### Met1 routing

Supply wires on this layer in grey.
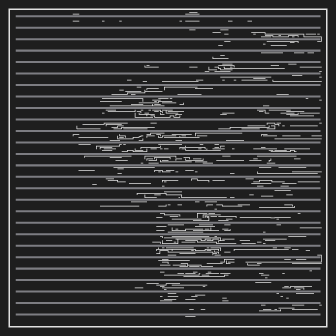
### Met2 routing

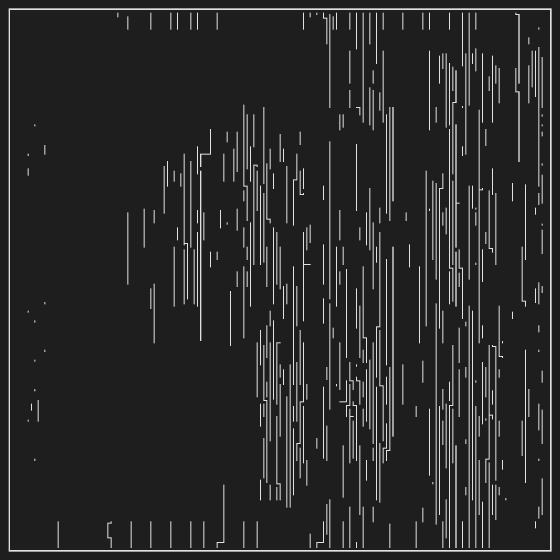
### M3 wires

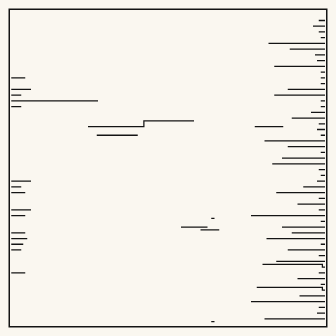
--- config.mk ---
export PLATFORM = sky130hd
export DESIGN_NAME = fifo_push_arbiter_flat
export DESIGN_NICKNAME = d
export VERILOG_FILES = /design/src/rtl/fifo_push_arbiter_if.sv /design/src/rtl/fifo_push_arbiter.sv /design/src/flat_wrapper.sv
export SDC_FILE = /design/constraint.sdc
export NUM_CORES = 1
export LEC_CHECK = 0
export ABC_AREA = 0
export CAP_MARGIN = 20
export CORE_MARGIN = 1
export CORE_UTILIZATION = 33
export CTS_BUF_LIST = sky130_fd_sc_hd__clkbuf_2
export CTS_CLUSTER_SIZE = 12
export DETAILED_ROUTE_END_ITERATION = 10
export PLACE_DENSITY = 0.79
export SYNTH_ARGS = -nofsm -noshare
export SYNTH_HDL_FRONTEND = slang
export SYNTH_SLANG_ARGS = --single-unit
--- constraint.sdc ---
create_clock -name i_clk -period 2.4 [get_ports i_clk]
set_input_delay 0.72 -clock i_clk [delete_from_list [all_inputs] [get_ports i_clk]]
set_output_delay 0.72 -clock i_clk [all_outputs]
set_load 0.02 [all_outputs]
--- src/rtl/fifo_push_arbiter_if.sv ---
// Push-side bundle between NUM_REQ producers, the push arbiter and one sync_fifo.
// The slave modport is the arbiter's view; the master modport drives it.
interface fifo_push_arbiter_if #(
    parameter int unsigned NUM_REQ   = 4,
    parameter int unsigned WIDTH     = 7,
    parameter int unsigned CNT_WIDTH = 16
);
    logic [NUM_REQ-1:0]             i_req_valid;
    logic [NUM_REQ*(WIDTH+1)-1:0]   i_req_data;
    logic [NUM_REQ-1:0]             o_req_ready;
    logic                           o_push_valid;
    logic [WIDTH:0]                 o_push_data;
    logic                           i_push_ready;
    logic [NUM_REQ-1:0]             o_grant;
    logic                           o_busy;
    logic                           i_cnt_clr;
    logic [NUM_REQ*CNT_WIDTH-1:0]   o_beat_cnt;

    modport master (
        output i_req_valid, i_req_data, i_push_ready, i_cnt_clr,
        input  o_req_ready, o_push_valid, o_push_data, o_grant, o_busy, o_beat_cnt
    );

    modport slave (
        input  i_req_valid, i_req_data, i_push_ready, i_cnt_clr,
        output o_req_ready, o_push_valid, o_push_data, o_grant, o_busy, o_beat_cnt
    );
endinterface

--- src/rtl/fifo_push_arbiter.sv ---
// Round-robin burst arbiter sharing one sync_fifo push port among NUM_REQ producers.
// Define FIFO_PUSH_ARB_STATS_EN to add saturating per-requester accepted-beat counters.
module fifo_push_arbiter #(
    parameter int unsigned NUM_REQ   = 4,
    parameter int unsigned WIDTH     = 7,
    parameter int unsigned MAX_BURST = 4,
    parameter int unsigned CNT_WIDTH = 16
) (
    input logic                i_clk,
    input logic                i_rst,
    fifo_push_arbiter_if.slave bus
);
    localparam int unsigned IDX_W = $clog2(NUM_REQ);
    localparam int unsigned BW    = WIDTH + 1;

    typedef enum logic [0:0] {StIdle, StGrant} state_t;

    state_t           state_q, state_d;
    logic [IDX_W-1:0] grant_q, grant_d;
    logic [IDX_W-1:0] last_q, last_d;
    logic [7:0]       burst_q, burst_d;

    logic             in_grant, valid_g, beat, rel_burst, rel_drop;
    logic [IDX_W-1:0] scan_base, cand, win_idx;
    logic             scan_self, win_found;

    assign in_grant  = (state_q == StGrant);
    assign valid_g   = bus.i_req_valid[grant_q];
    assign beat      = in_grant && valid_g && bus.i_push_ready;
    assign rel_burst = beat && (burst_q == 8'(MAX_BURST - 1));
    assign rel_drop  = in_grant && !valid_g;
    // The current holder competes again (last in order) only when its burst ran out.
    assign scan_base = in_grant ? grant_q : last_q;
    assign scan_self = !in_grant || rel_burst;

    always_comb begin
        cand      = '0;
        win_idx   = '0;
        win_found = 1'b0;
        for (int unsigned i = 1; i <= NUM_REQ; i++) begin
            cand = IDX_W'((32'(scan_base) + i) % NUM_REQ);
            if (!win_found && (i < NUM_REQ || scan_self) && bus.i_req_valid[cand]) begin
                win_found = 1'b1;
                win_idx   = cand;
            end
        end
    end

    always_comb begin
        state_d           = state_q;
        grant_d           = grant_q;
        last_d            = last_q;
        burst_d           = burst_q;
        bus.o_push_valid  = 1'b0;
        bus.o_push_data   = '0;
        bus.o_req_ready   = '0;
        bus.o_grant       = '0;
        bus.o_busy        = 1'b0;
        unique case (state_q)
            StIdle: begin
                if (win_found) begin
                    state_d = StGrant;
                    grant_d = win_idx;
                    burst_d = '0;
                end
            end
            StGrant: begin
                bus.o_busy               = 1'b1;
                bus.o_grant[grant_q]     = 1'b1;
                bus.o_push_valid         = valid_g;
                bus.o_push_data          = bus.i_req_data[32'(grant_q)*BW +: BW];
                bus.o_req_ready[grant_q] = bus.i_push_ready;
                if (rel_burst || rel_drop) begin
                    last_d = grant_q;
                    if (win_found) begin
                        grant_d = win_idx;
                        burst_d = '0;
                    end else begin
                        state_d = StIdle;
                    end
                end else if (beat) begin
                    burst_d = burst_q + 8'd1;
                end
            end
            default: state_d = StIdle;
        endcase
    end

    always_ff @(posedge i_clk or posedge i_rst) begin
        if (i_rst) begin
            state_q <= StIdle;
            grant_q <= '0;
            last_q  <= IDX_W'(NUM_REQ - 1);
            burst_q <= '0;
        end else begin
            state_q <= state_d;
            grant_q <= grant_d;
            last_q  <= last_d;
            burst_q <= burst_d;
        end
    end

`ifdef FIFO_PUSH_ARB_STATS_EN
    logic [NUM_REQ-1:0][CNT_WIDTH-1:0] cnt_q;

    // Clear wins over a same-cycle beat; counters stick at all-ones.
    always_ff @(posedge i_clk or posedge i_rst) begin
        if (i_rst) begin
            cnt_q <= '0;
        end else if (bus.i_cnt_clr) begin
            cnt_q <= '0;
        end else if (beat && (cnt_q[grant_q] != '1)) begin
            cnt_q[grant_q] <= cnt_q[grant_q] + 1'b1;
        end
    end

    assign bus.o_beat_cnt = cnt_q;
`else
    logic unused_cnt_clr;
    assign unused_cnt_clr = bus.i_cnt_clr;
    assign bus.o_beat_cnt = '0;
`endif
endmodule

--- src/flat_wrapper.sv ---
// flat-port wrapper written by rule: the top's interface ports become plain ports
module fifo_push_arbiter_flat 
#(
    parameter int unsigned NUM_REQ   = 4,
    parameter int unsigned WIDTH     = 7,
    parameter int unsigned MAX_BURST = 4,
    parameter int unsigned CNT_WIDTH = 16
)
  (i_clk, i_rst, bus_i_req_valid, bus_i_req_data, bus_i_push_ready, bus_i_cnt_clr, bus_o_req_ready, bus_o_push_valid, bus_o_push_data, bus_o_grant, bus_o_busy, bus_o_beat_cnt);
  fifo_push_arbiter_if #(.NUM_REQ(NUM_REQ), .WIDTH(WIDTH), .CNT_WIDTH(CNT_WIDTH)) bus_i ();
  input logic i_clk;
  input logic i_rst;
  input wire logic [$bits(bus_i.i_req_valid)-1:0] bus_i_req_valid;
  input wire logic [$bits(bus_i.i_req_data)-1:0] bus_i_req_data;
  input wire logic [$bits(bus_i.i_push_ready)-1:0] bus_i_push_ready;
  input wire logic [$bits(bus_i.i_cnt_clr)-1:0] bus_i_cnt_clr;
  output wire logic [$bits(bus_i.o_req_ready)-1:0] bus_o_req_ready;
  output wire logic [$bits(bus_i.o_push_valid)-1:0] bus_o_push_valid;
  output wire logic [$bits(bus_i.o_push_data)-1:0] bus_o_push_data;
  output wire logic [$bits(bus_i.o_grant)-1:0] bus_o_grant;
  output wire logic [$bits(bus_i.o_busy)-1:0] bus_o_busy;
  output wire logic [$bits(bus_i.o_beat_cnt)-1:0] bus_o_beat_cnt;
  assign bus_i.i_req_valid = bus_i_req_valid;
  assign bus_i.i_req_data = bus_i_req_data;
  assign bus_i.i_push_ready = bus_i_push_ready;
  assign bus_i.i_cnt_clr = bus_i_cnt_clr;
  assign bus_o_req_ready = bus_i.o_req_ready;
  assign bus_o_push_valid = bus_i.o_push_valid;
  assign bus_o_push_data = bus_i.o_push_data;
  assign bus_o_grant = bus_i.o_grant;
  assign bus_o_busy = bus_i.o_busy;
  assign bus_o_beat_cnt = bus_i.o_beat_cnt;
  fifo_push_arbiter #(.NUM_REQ(NUM_REQ), .WIDTH(WIDTH), .MAX_BURST(MAX_BURST), .CNT_WIDTH(CNT_WIDTH)) u_core (.i_clk(i_clk), .i_rst(i_rst), .bus(bus_i));
endmodule
==> summary.txt <==
From the run reports.

- The flow ran to the end, and the final reports show no timing, DRC or antenna violations.
- The buffer_ports step reported a buffer count of approximately 56.
- The biggest combinational cell group after synthesis reads buffers and inverters.
- For this run the aggregate overflow at the end of global routing stands at 0.
- Per the skew report, the later register of the worst-skew pair sees a clock latency of 0.27 ns.
- Wire segments on met3 add up to between 400 and 500 um in the final route.
- The type of element capturing the critical path reads a primary output.
- Once the floorplan was initialized, standard cells occupied 34.3% of the core.
- The global-route wire length before repair is roughly 5600 um.
- The post-CTS hold buffer count recorded in the log is 0.
- The register with the highest flop count is u_core.burst_q.
- The final weighted congestion recorded by global placement is 0.841.
- The critical path contains buffers and inverters numbering 2 combined.
- The number of setup buffers added after CTS is 0.
- The H-tree depth reads 1.
- The met3 global-route usage is between 4 and 5%.
- Per the detail_route log, the uppermost layer with routed signals is met4.
- The cell-mix breakdown from Yosys lists the adder-cell area share as 0.713%.
- The routed wire length on met2 reads between 2000 and 2500 um.
- The XOR/XNOR share of the synthesized area is 0.999%.
- The detailed router's first-iteration violation count reads 43.
Notes on 'Met1 routing' above:
wire length on this layer = 1360 um
nets with wire on the layer = 212
longest straight run = 17.9 um
via count: 1459
met1 Usage GRT: 11.7%
WL final: 3940 um

Notes on 'Met2 routing' above:
main direction = vertical
nets with wire on the layer = 285
longest straight run = 33.5 um
share of all routed wire = 54%

Notes on 'M3 wires' above:
longest straight run = 20.2 um
wire length on this layer = 418 um
share of all routed wire = 11%
main direction = horizontal

